[src/rtl/sys_ctrl_pkg.sv]
// Shared definitions for the system controller: command opcodes, the main
// FSM state set, and the TX sequencer's byte-select and handshake phases.
package sys_ctrl_pkg;

  localparam logic [7:0] CMD_WR      = 8'hAA;
  localparam logic [7:0] CMD_RD      = 8'hBB;
  localparam logic [7:0] CMD_ALU_OP  = 8'hCC;
  localparam logic [7:0] CMD_ALU_NOP = 8'hDD;

  typedef enum logic [3:0] {
    IDLE,
    WR_ADDR,
    WR_DATA,
    RD_ADDR,
    RD_WAIT,
    OP_A,
    OP_B,
    ALU_FUN,
    ALU_WAIT,
    TX_LO,
    TX_HI,
    TX_RD
  } state_t;

  typedef enum logic [1:0] {
    SEL_NONE,
    SEL_LO,
    SEL_HI,
    SEL_RD
  } tx_sel_t;

  typedef enum logic [1:0] {
    TXP_IDLE,
    TXP_RISE,
    TXP_FALL
  } tx_phase_t;

endpackage

[src/rtl/sys_ctrl_if.sv]
// Bus bundle between the controller and its surroundings (RX, register file,
// ALU, TX). The master modport is the controller's view.
interface sys_ctrl_if #(
  parameter int DW = 8,
  parameter int AW = 4
);

  logic [DW-1:0]   RX_P_DATA;
  logic            RX_D_VLD;
  logic            WrEn;
  logic            RdEn;
  logic [AW-1:0]   Address;
  logic [DW-1:0]   WrData;
  logic [DW-1:0]   RdData;
  logic            Rd_D_Vid;
  logic            ALU_EN;
  logic [3:0]      ALU_FUN;
  logic [2*DW-1:0] ALU_OUT;
  logic            ALU_OUT_VLD;
  logic            CLK_GATE_EN;
  logic [DW-1:0]   TX_P_DATA;
  logic            TX_D_VLD;
  logic            TX_BUSY;

  modport master (
    input  RX_P_DATA, RX_D_VLD, RdData, Rd_D_Vid, ALU_OUT, ALU_OUT_VLD, TX_BUSY,
    output WrEn, RdEn, Address, WrData, ALU_EN, ALU_FUN, CLK_GATE_EN,
           TX_P_DATA, TX_D_VLD
  );

  modport slave (
    output RX_P_DATA, RX_D_VLD, RdData, Rd_D_Vid, ALU_OUT, ALU_OUT_VLD, TX_BUSY,
    input  WrEn, RdEn, Address, WrData, ALU_EN, ALU_FUN, CLK_GATE_EN,
           TX_P_DATA, TX_D_VLD
  );

endinterface

[src/rtl/sys_ctrl_tx.sv]
// TX byte sequencer: picks the requested byte and runs one TX_BUSY
// handshake per byte, pulsing done once the busy rise-then-fall completes.
import sys_ctrl_pkg::*;

module sys_ctrl_tx #(
  parameter int DW = 8
) (
  input  logic            CLK,
  input  logic            RST,
  input  tx_sel_t         sel,
  input  logic [2*DW-1:0] alu_res,
  input  logic [DW-1:0]   rd_data,
  input  logic            busy,
  output logic [DW-1:0]   tx_data,
  output logic            tx_vld,
  output logic            done
);

  tx_phase_t     phase, phase_n;
  logic [DW-1:0] data_n, byte_sel;
  logic          vld_n;

  always_comb begin
    case (sel)
      SEL_LO:  byte_sel = alu_res[DW-1:0];
      SEL_HI:  byte_sel = alu_res[2*DW-1:DW];
      SEL_RD:  byte_sel = rd_data;
      default: byte_sel = '0;
    endcase
  end

  // The byte register only reloads on a new launch, so it stays stable
  // through the whole busy rise-then-fall of the transmitter.
  always_comb begin
    phase_n = phase;
    data_n  = tx_data;
    vld_n   = 1'b0;
    done    = 1'b0;
    case (phase)
      TXP_IDLE: if (sel != SEL_NONE && !busy) begin
        vld_n   = 1'b1;
        data_n  = byte_sel;
        phase_n = TXP_RISE;
      end
      TXP_RISE: if (busy) phase_n = TXP_FALL;
      TXP_FALL: if (!busy) begin
        done    = 1'b1;
        phase_n = TXP_IDLE;
      end
      default:  phase_n = TXP_IDLE;
    endcase
  end

  always_ff @(posedge CLK) begin
    if (RST) begin
      phase   <= TXP_IDLE;
      tx_data <= '0;
      tx_vld  <= 1'b0;
    end else begin
      phase   <= phase_n;
      tx_data <= data_n;
      tx_vld  <= vld_n;
    end
  end

endmodule

[src/rtl/sys_ctrl.sv]
// System controller: decodes RX command bytes into register-file accesses
// and ALU operations, then returns results through the TX sequencer.
import sys_ctrl_pkg::*;

module sys_ctrl #(
  parameter int DW = 8,
  parameter int AW = 4
) (
  input  logic     CLK,
  input  logic     RST,
  sys_ctrl_if.master bus
);

  state_t          state, state_n;
  logic [AW-1:0]   wr_addr_q, wr_addr_n, address_q, address_n;
  logic [DW-1:0]   wr_data_q, wr_data_n, rd_data_q, rd_data_n;
  logic [2*DW-1:0] res_q, res_n;
  logic [3:0]      fun_q, fun_n;
  logic            wr_en_q, wr_en_n, rd_en_q, rd_en_n;
  logic            alu_en_q, alu_en_n, gate_q, gate_n;
  logic            rx_vld, tx_done;
  logic [DW-1:0]   rx_data;
  tx_sel_t         tx_sel;

  assign rx_vld  = bus.RX_D_VLD;
  assign rx_data = bus.RX_P_DATA;

  // Strobes default low so each one lasts exactly the cycle after the byte
  // that triggered it; RX strobes in wait/TX states fall through untouched.
  always_comb begin
    state_n   = state;
    wr_addr_n = wr_addr_q;
    address_n = address_q;
    wr_data_n = wr_data_q;
    rd_data_n = rd_data_q;
    res_n     = res_q;
    fun_n     = fun_q;
    gate_n    = gate_q;
    wr_en_n   = 1'b0;
    rd_en_n   = 1'b0;
    alu_en_n  = 1'b0;
    tx_sel    = SEL_NONE;
    case (state)
      IDLE: if (rx_vld) begin
        case (rx_data[7:0])
          CMD_WR:      state_n = WR_ADDR;
          CMD_RD:      state_n = RD_ADDR;
          CMD_ALU_OP:  begin state_n = OP_A;    gate_n = 1'b1; end
          CMD_ALU_NOP: begin state_n = ALU_FUN; gate_n = 1'b1; end
          default:     state_n = IDLE;
        endcase
      end
      WR_ADDR: if (rx_vld) begin
        wr_addr_n = rx_data[AW-1:0];
        state_n   = WR_DATA;
      end
      WR_DATA: if (rx_vld) begin
        wr_en_n   = 1'b1;
        address_n = wr_addr_q;
        wr_data_n = rx_data;
        state_n   = IDLE;
      end
      RD_ADDR: if (rx_vld) begin
        rd_en_n   = 1'b1;
        address_n = rx_data[AW-1:0];
        state_n   = RD_WAIT;
      end
      RD_WAIT: if (bus.Rd_D_Vid) begin
        rd_data_n = bus.RdData;
        state_n   = TX_RD;
      end
      OP_A: if (rx_vld) begin
        wr_en_n   = 1'b1;
        address_n = '0;
        wr_data_n = rx_data;
        state_n   = OP_B;
      end
      OP_B: if (rx_vld) begin
        wr_en_n   = 1'b1;
        address_n = AW'(1);
        wr_data_n = rx_data;
        state_n   = ALU_FUN;
      end
      ALU_FUN: if (rx_vld) begin
        fun_n    = rx_data[3:0];
        alu_en_n = 1'b1;
        state_n  = ALU_WAIT;
      end
      ALU_WAIT: if (bus.ALU_OUT_VLD) begin
        res_n   = bus.ALU_OUT;
        gate_n  = 1'b0;
        state_n = TX_LO;
      end
      TX_LO: begin
        tx_sel = SEL_LO;
        if (tx_done) state_n = TX_HI;
      end
      TX_HI: begin
        tx_sel = SEL_HI;
        if (tx_done) state_n = IDLE;
      end
      TX_RD: begin
        tx_sel = SEL_RD;
        if (tx_done) state_n = IDLE;
      end
      default: state_n = IDLE;
    endcase
  end

  always_ff @(posedge CLK) begin
    if (RST) begin
      state     <= IDLE;
      wr_addr_q <= '0;
      address_q <= '0;
      wr_data_q <= '0;
      rd_data_q <= '0;
      res_q     <= '0;
      fun_q     <= '0;
      gate_q    <= 1'b0;
      wr_en_q   <= 1'b0;
      rd_en_q   <= 1'b0;
      alu_en_q  <= 1'b0;
    end else begin
      state     <= state_n;
      wr_addr_q <= wr_addr_n;
      address_q <= address_n;
      wr_data_q <= wr_data_n;
      rd_data_q <= rd_data_n;
      res_q     <= res_n;
      fun_q     <= fun_n;
      gate_q    <= gate_n;
      wr_en_q   <= wr_en_n;
      rd_en_q   <= rd_en_n;
      alu_en_q  <= alu_en_n;
    end
  end

  assign bus.WrEn        = wr_en_q;
  assign bus.RdEn        = rd_en_q;
  assign bus.Address     = address_q;
  assign bus.WrData      = wr_data_q;
  assign bus.ALU_EN      = alu_en_q;
  assign bus.ALU_FUN     = fun_q;
  assign bus.CLK_GATE_EN = gate_q;

  sys_ctrl_tx #(.DW(DW)) u_tx (
    .CLK     (CLK),
    .RST     (RST),
    .sel     (tx_sel),
    .alu_res (res_q),
    .rd_data (rd_data_q),
    .busy    (bus.TX_BUSY),
    .tx_data (bus.TX_P_DATA),
    .tx_vld  (bus.TX_D_VLD),
    .done    (tx_done)
  );

endmodule

[src/flat_wrapper.sv]
// flat-port wrapper written by rule: the top's interface ports become plain ports
module sys_ctrl_flat 
#(
  parameter int DW = 8,
  parameter int AW = 4
)
  (CLK, RST, bus_RX_P_DATA, bus_RX_D_VLD, bus_RdData, bus_Rd_D_Vid, bus_ALU_OUT, bus_ALU_OUT_VLD, bus_TX_BUSY, bus_WrEn, bus_RdEn, bus_Address, bus_WrData, bus_ALU_EN, bus_ALU_FUN, bus_CLK_GATE_EN, bus_TX_P_DATA, bus_TX_D_VLD);
  sys_ctrl_if #(.DW(DW), .AW(AW)) bus_i ();
  input  logic CLK;
  input  logic RST;
  input wire logic [$bits(bus_i.RX_P_DATA)-1:0] bus_RX_P_DATA;
  input wire logic [$bits(bus_i.RX_D_VLD)-1:0] bus_RX_D_VLD;
  input wire logic [$bits(bus_i.RdData)-1:0] bus_RdData;
  input wire logic [$bits(bus_i.Rd_D_Vid)-1:0] bus_Rd_D_Vid;
  input wire logic [$bits(bus_i.ALU_OUT)-1:0] bus_ALU_OUT;
  input wire logic [$bits(bus_i.ALU_OUT_VLD)-1:0] bus_ALU_OUT_VLD;
  input wire logic [$bits(bus_i.TX_BUSY)-1:0] bus_TX_BUSY;
  output wire logic [$bits(bus_i.WrEn)-1:0] bus_WrEn;
  output wire logic [$bits(bus_i.RdEn)-1:0] bus_RdEn;
  output wire logic [$bits(bus_i.Address)-1:0] bus_Address;
  output wire logic [$bits(bus_i.WrData)-1:0] bus_WrData;
  output wire logic [$bits(bus_i.ALU_EN)-1:0] bus_ALU_EN;
  output wire logic [$bits(bus_i.ALU_FUN)-1:0] bus_ALU_FUN;
  output wire logic [$bits(bus_i.CLK_GATE_EN)-1:0] bus_CLK_GATE_EN;
  output wire logic [$bits(bus_i.TX_P_DATA)-1:0] bus_TX_P_DATA;
  output wire logic [$bits(bus_i.TX_D_VLD)-1:0] bus_TX_D_VLD;
  assign bus_i.RX_P_DATA = bus_RX_P_DATA;
  assign bus_i.RX_D_VLD = bus_RX_D_VLD;
  assign bus_i.RdData = bus_RdData;
  assign bus_i.Rd_D_Vid = bus_Rd_D_Vid;
  assign bus_i.ALU_OUT = bus_ALU_OUT;
  assign bus_i.ALU_OUT_VLD = bus_ALU_OUT_VLD;
  assign bus_i.TX_BUSY = bus_TX_BUSY;
  assign bus_WrEn = bus_i.WrEn;
  assign bus_RdEn = bus_i.RdEn;
  assign bus_Address = bus_i.Address;
  assign bus_WrData = bus_i.WrData;
  assign bus_ALU_EN = bus_i.ALU_EN;
  assign bus_ALU_FUN = bus_i.ALU_FUN;
  assign bus_CLK_GATE_EN = bus_i.CLK_GATE_EN;
  assign bus_TX_P_DATA = bus_i.TX_P_DATA;
  assign bus_TX_D_VLD = bus_i.TX_D_VLD;
  sys_ctrl #(.DW(DW), .AW(AW)) u_core (.CLK(CLK), .RST(RST), .bus(bus_i));
endmodule
[config.mk]
export PLATFORM = sky130hd
export DESIGN_NAME = sys_ctrl_flat
export DESIGN_NICKNAME = d
export VERILOG_FILES = /design/src/rtl/sys_ctrl_pkg.sv /design/src/rtl/sys_ctrl_if.sv /design/src/rtl/sys_ctrl_tx.sv /design/src/rtl/sys_ctrl.sv /design/src/flat_wrapper.sv
export SDC_FILE = /design/constraint.sdc
export NUM_CORES = 1
export LEC_CHECK = 0
export CAP_MARGIN = 5
export CORE_ASPECT_RATIO = 0.5
export CORE_UTILIZATION = 32
export CTS_CLUSTER_DIAMETER = 60
export CTS_CLUSTER_SIZE = 30
export DETAILED_ROUTE_END_ITERATION = 8
export PLACE_DENSITY = 0.65
export SYNTH_ARGS = -nofsm -noshare
export SYNTH_HDL_FRONTEND = slang
export SYNTH_HIERARCHICAL = 1
export SYNTH_SLANG_ARGS = --single-unit
[constraint.sdc]
create_clock -name CLK -period 5.7 [get_ports CLK]
set_clock_uncertainty 0.05 [all_clocks]
set_input_delay 1.425 -clock CLK [delete_from_list [all_inputs] [get_ports CLK]]
set_output_delay 1.425 -clock CLK [all_outputs]
set_load 0.03 [all_outputs]
==> flow_metrics.tcl <==
# flow metrics
set metrics [dict create \
    grt_max_degree 65 \
    worst-setup-path-type "in2reg" \
    core_area_um2 8320 \
    setup_total_negative_slack_ps 0 \
    synth-simple-area-share_pct 24.0 \
    seq_area_frac_synth_pct 44.2 \
    synth.largest_area_cell "dfxtp_1" \
    yosys_most_used_dff "dfxtp_1" \
    layout.core_utilization_pct 46.3 \
    ctsResizeCount 0 \
    global_route_layer_with_the_greatest_usage "met2" \
    max_stage_delay_ps 530 \
    layout.nets 402 \
    worst_r2r_path_depth 5 \
    critical_path_cell_with_the_highest_stage_delay "clkdlybuf4s50_1" \
    finalCriticalPeriod_ps 3220 \
    cell_area_reported_after_detailed_placement_um2 3550 \
    most_common_cell "dfxtp_1" \
    power.density_cell_area_nw_per_um2 263 \
    synth.area.top_cells "dfxtp_1, mux2i_1, nand2_1" \
    post_synth_instance_area_um2 2850 \
    power.static_leakage_nw 1.28 \
    ff_count 63 \
    worstSkewPairLatency_ps 320 \
    worstPathArrival_ps 3410 \
    worst-endpoint-required_ps 5890 \
    timing.slew.headroom_pct 21.2 \
    layout_top_cells "clkdlybuf4s50_1, dfxtp_1, nand2_1" \
    holdWs_ps 403 \
    crit_family "simple AND/OR/NAND/NOR gates" \
    timing.critical_path.cells "clkdlybuf4s50_1, nor3b_1, nor2b_1, o32a_1, or4_1, o22ai_1" \
    highest-signal-layer "met4" \
    cts.sinks 63 \
    detailedPlace.worstSlack_ps 2200 \
    floorplan.initialDensity_pct 34.3 \
    wl_met2_mm 3.18 \
    cts.reportedPaths.clkPinSlew_ps 50 \
    wire_length_of_the_first_global_routing_pass_mm 11.4 \
    finalMaxSlewViolations 0 \
    routed_via_density 4.97 \
    timing.rr.start "u_core/state[3]" \
    htree_num_levels 3 \
    fraction_of_area_in_registers_pct 32.8 \
    worst_slew_pin_slew_ps 1180 \
    grt_use_met1_pct 20.9 \
    nNonClkInverters 2 \
    post-place-cells 465 \
    final-nonclk-buf-share_pct 17.2 \
    n_clock_buffer 14 \
    numCtsBuffers 9 \
    fillerInstances 801 \
    wirelength_met1_mm 3.38 \
    cts_setup_buffers 0 \
    timing.critical_path.to "u_core/state[1]" \
    count_of_library_flops_with_an_enable_pin 0 \
    flip_flop_count_of_the_largest_register_all_copies_and_words_added 16 \
    critical_path.endpoint_type "flip-flop" \
    hold_path_class "reg2reg" \
    synth.ff_latch_count 63 \
    timing.critical_path.depth 6 \
    clock_path_buffers 2 \
    mux_share_pct 11.9 \
    cts.root.buffer_cell "clkbuf_16" \
    clockNetworkAreaShare_pct 7.70 \
    cap_viol_max_count 0 \
    syn_inst 307 \
    final_antenna_net_count 0 \
    logic_area_um2 1480 \
    postSynthNetCount 345 \
    stage_log_warnings 26 \
    vias 2389 \
    hpwl_mm 4.79 \
    result_of_the_run "finished clean" \
    chip_area_um2 9320 \
    synthesis.yosys.warnings 6 \
    timing.final.crit_share_pct 56.4 \
    crit_path_max_fanout 5 \
    worstReg2RegEnd "u_core/u_tx/tx_data[3]" \
    yosys-stat-area_um2 2850 \
    cts_hold_buffers 0 \
    initial_antenna_violation_count 0 \
    route.detailed.wl_per_inst_um 14.5 \
    number_of_distinct_standard_cells_referenced_by_the_synthesized_netlist 59 \
    crit_buf_inv 1 \
    async_flop_share_pct 0 \
    flop_area_um2 1260 \
    remaining_drc_errors 0 \
    number_of_drc_markers_in_iteration_0 142 \
    layout.cells.most_common "clkdlybuf4s50_1" \
    ys_cells 307 \
    ios 67 \
    max_clock_freq_mhz 311 \
    finalHoldViolations 0 \
    ys_top_cells_by_count "dfxtp_1, nand2_1, mux2i_1, nor2_1, a21oi_1" \
    ys_sh_xor_pct 1.23 \
    tritoncts "built" \
    first_global_vias 2331 \
    adder_share_pct 0 \
    rsz0062_at_grt "false" \
    synthTopLogicFamily "simple AND/OR/NAND/NOR gates" \
    grt-ovfl-total 0 \
    gr-usage-all-layers_pct 16.2 \
    routed_wl_mm 6.98 \
    comb_cells 221 \
    global_route.usage.met2_pct 26.0 \
    dr_wl_met3_um 344 \
    setup_viol_count_final 0 \
    layout.cells.largest_class "combinational gates" \
    aoi_share_pct 14.7 \
    worst_setup_path_start_kind "input port" \
    registers.top_by_ff_count "u_core/res_q" \
    grt_util_met3_pct 4.46 \
    vdd_drop_max_mv 0.155 \
]
## worst min path at each step
stage	start	to	slack [ps]	cells past startpoint
2_1_floorplan	u_core/res_q[10]	u_core/res_q[10]	390	2
3_3_place_gp	u_core/res_q[15]	u_core/res_q[15]	390	2
3_5_place_dp	u_core/res_q[13]	u_core/res_q[13]	400	2
4_1_cts	u_core/res_q[13]	u_core/res_q[13]	400	2
5_1_grt	u_core/res_q[1]	u_core/res_q[1]	430	2
6_report	u_core/res_q[14]	u_core/res_q[14]	400	2
## power breakdown
part / switching (mW) / internal [mW] / total, mW
combinational: 0.0216 / 0.0291 / 0.0507
sequential: 0.000981 / 0.442 / 0.443
clock: 0.180 / 0.340 / 0.520
total: 0.202 / 0.811 / 1.01
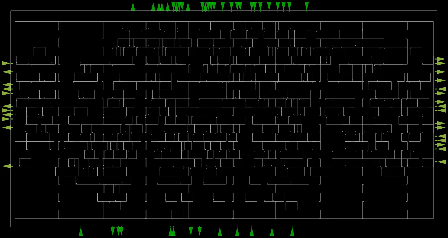
**Above:** placement view.
number of well-tap cells placed: 112
row count: 23

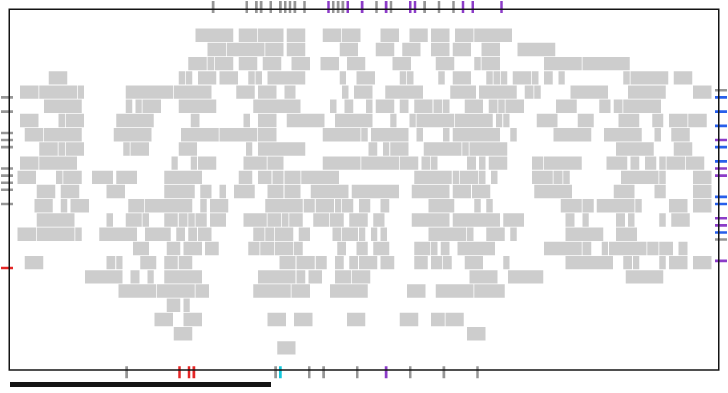
**Above:** ports around the boundary.
Bar = 50 um. Pins as bars across the die edge, other pins in grey.
port	colour	pins	direction	edge
bus_RX_D_VLD	cyan	1	input	south
bus_ALU_OUT	purple	16	input	9 north, 6 east, 1 south
bus_Address	red	4	output	3 south, 1 west
bus_TX_P_DATA	blue	8	output	east
Die Height: 68.8 um
Port Buffers: 66
die width: 136 um

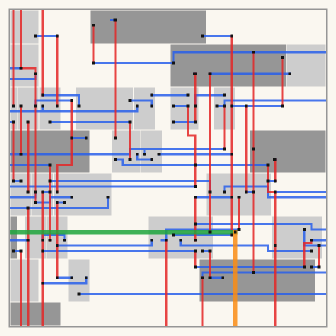
**Above:** zoomed window.
Region (92, 42) to (112, 62) um. Cells in grey, sequential cells in the stronger grey; small squares are vias.
layer	colour
metal 3	green
metal 2	red
metal 4	orange
metal 1	blue
most frequent	nand2_1 (9), dfxtp_1 (5), a21oi_1 (3)
sequential cells in the window	5
netlist names of flops here include	u_core/res_q (3), u_core/u_tx/tx_data (2)
cells with their middle in the window	24

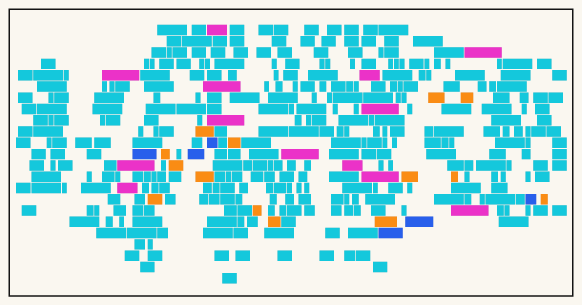
**Above:** drive-strength map.
size	colour	cells
_6 and larger	magenta	13
_2 cells	orange	14
_0 and _1 cells	cyan	336
_3 and _4 cells	blue	6
layout buffer count excluding clock buffers: 67
Worst Setup Slack, final: 2480 ps
final instance area: 3850 um2
area growth from synthesis to layout: 35.0%

No activity file was given, so power comes from the tool's default toggle rates.
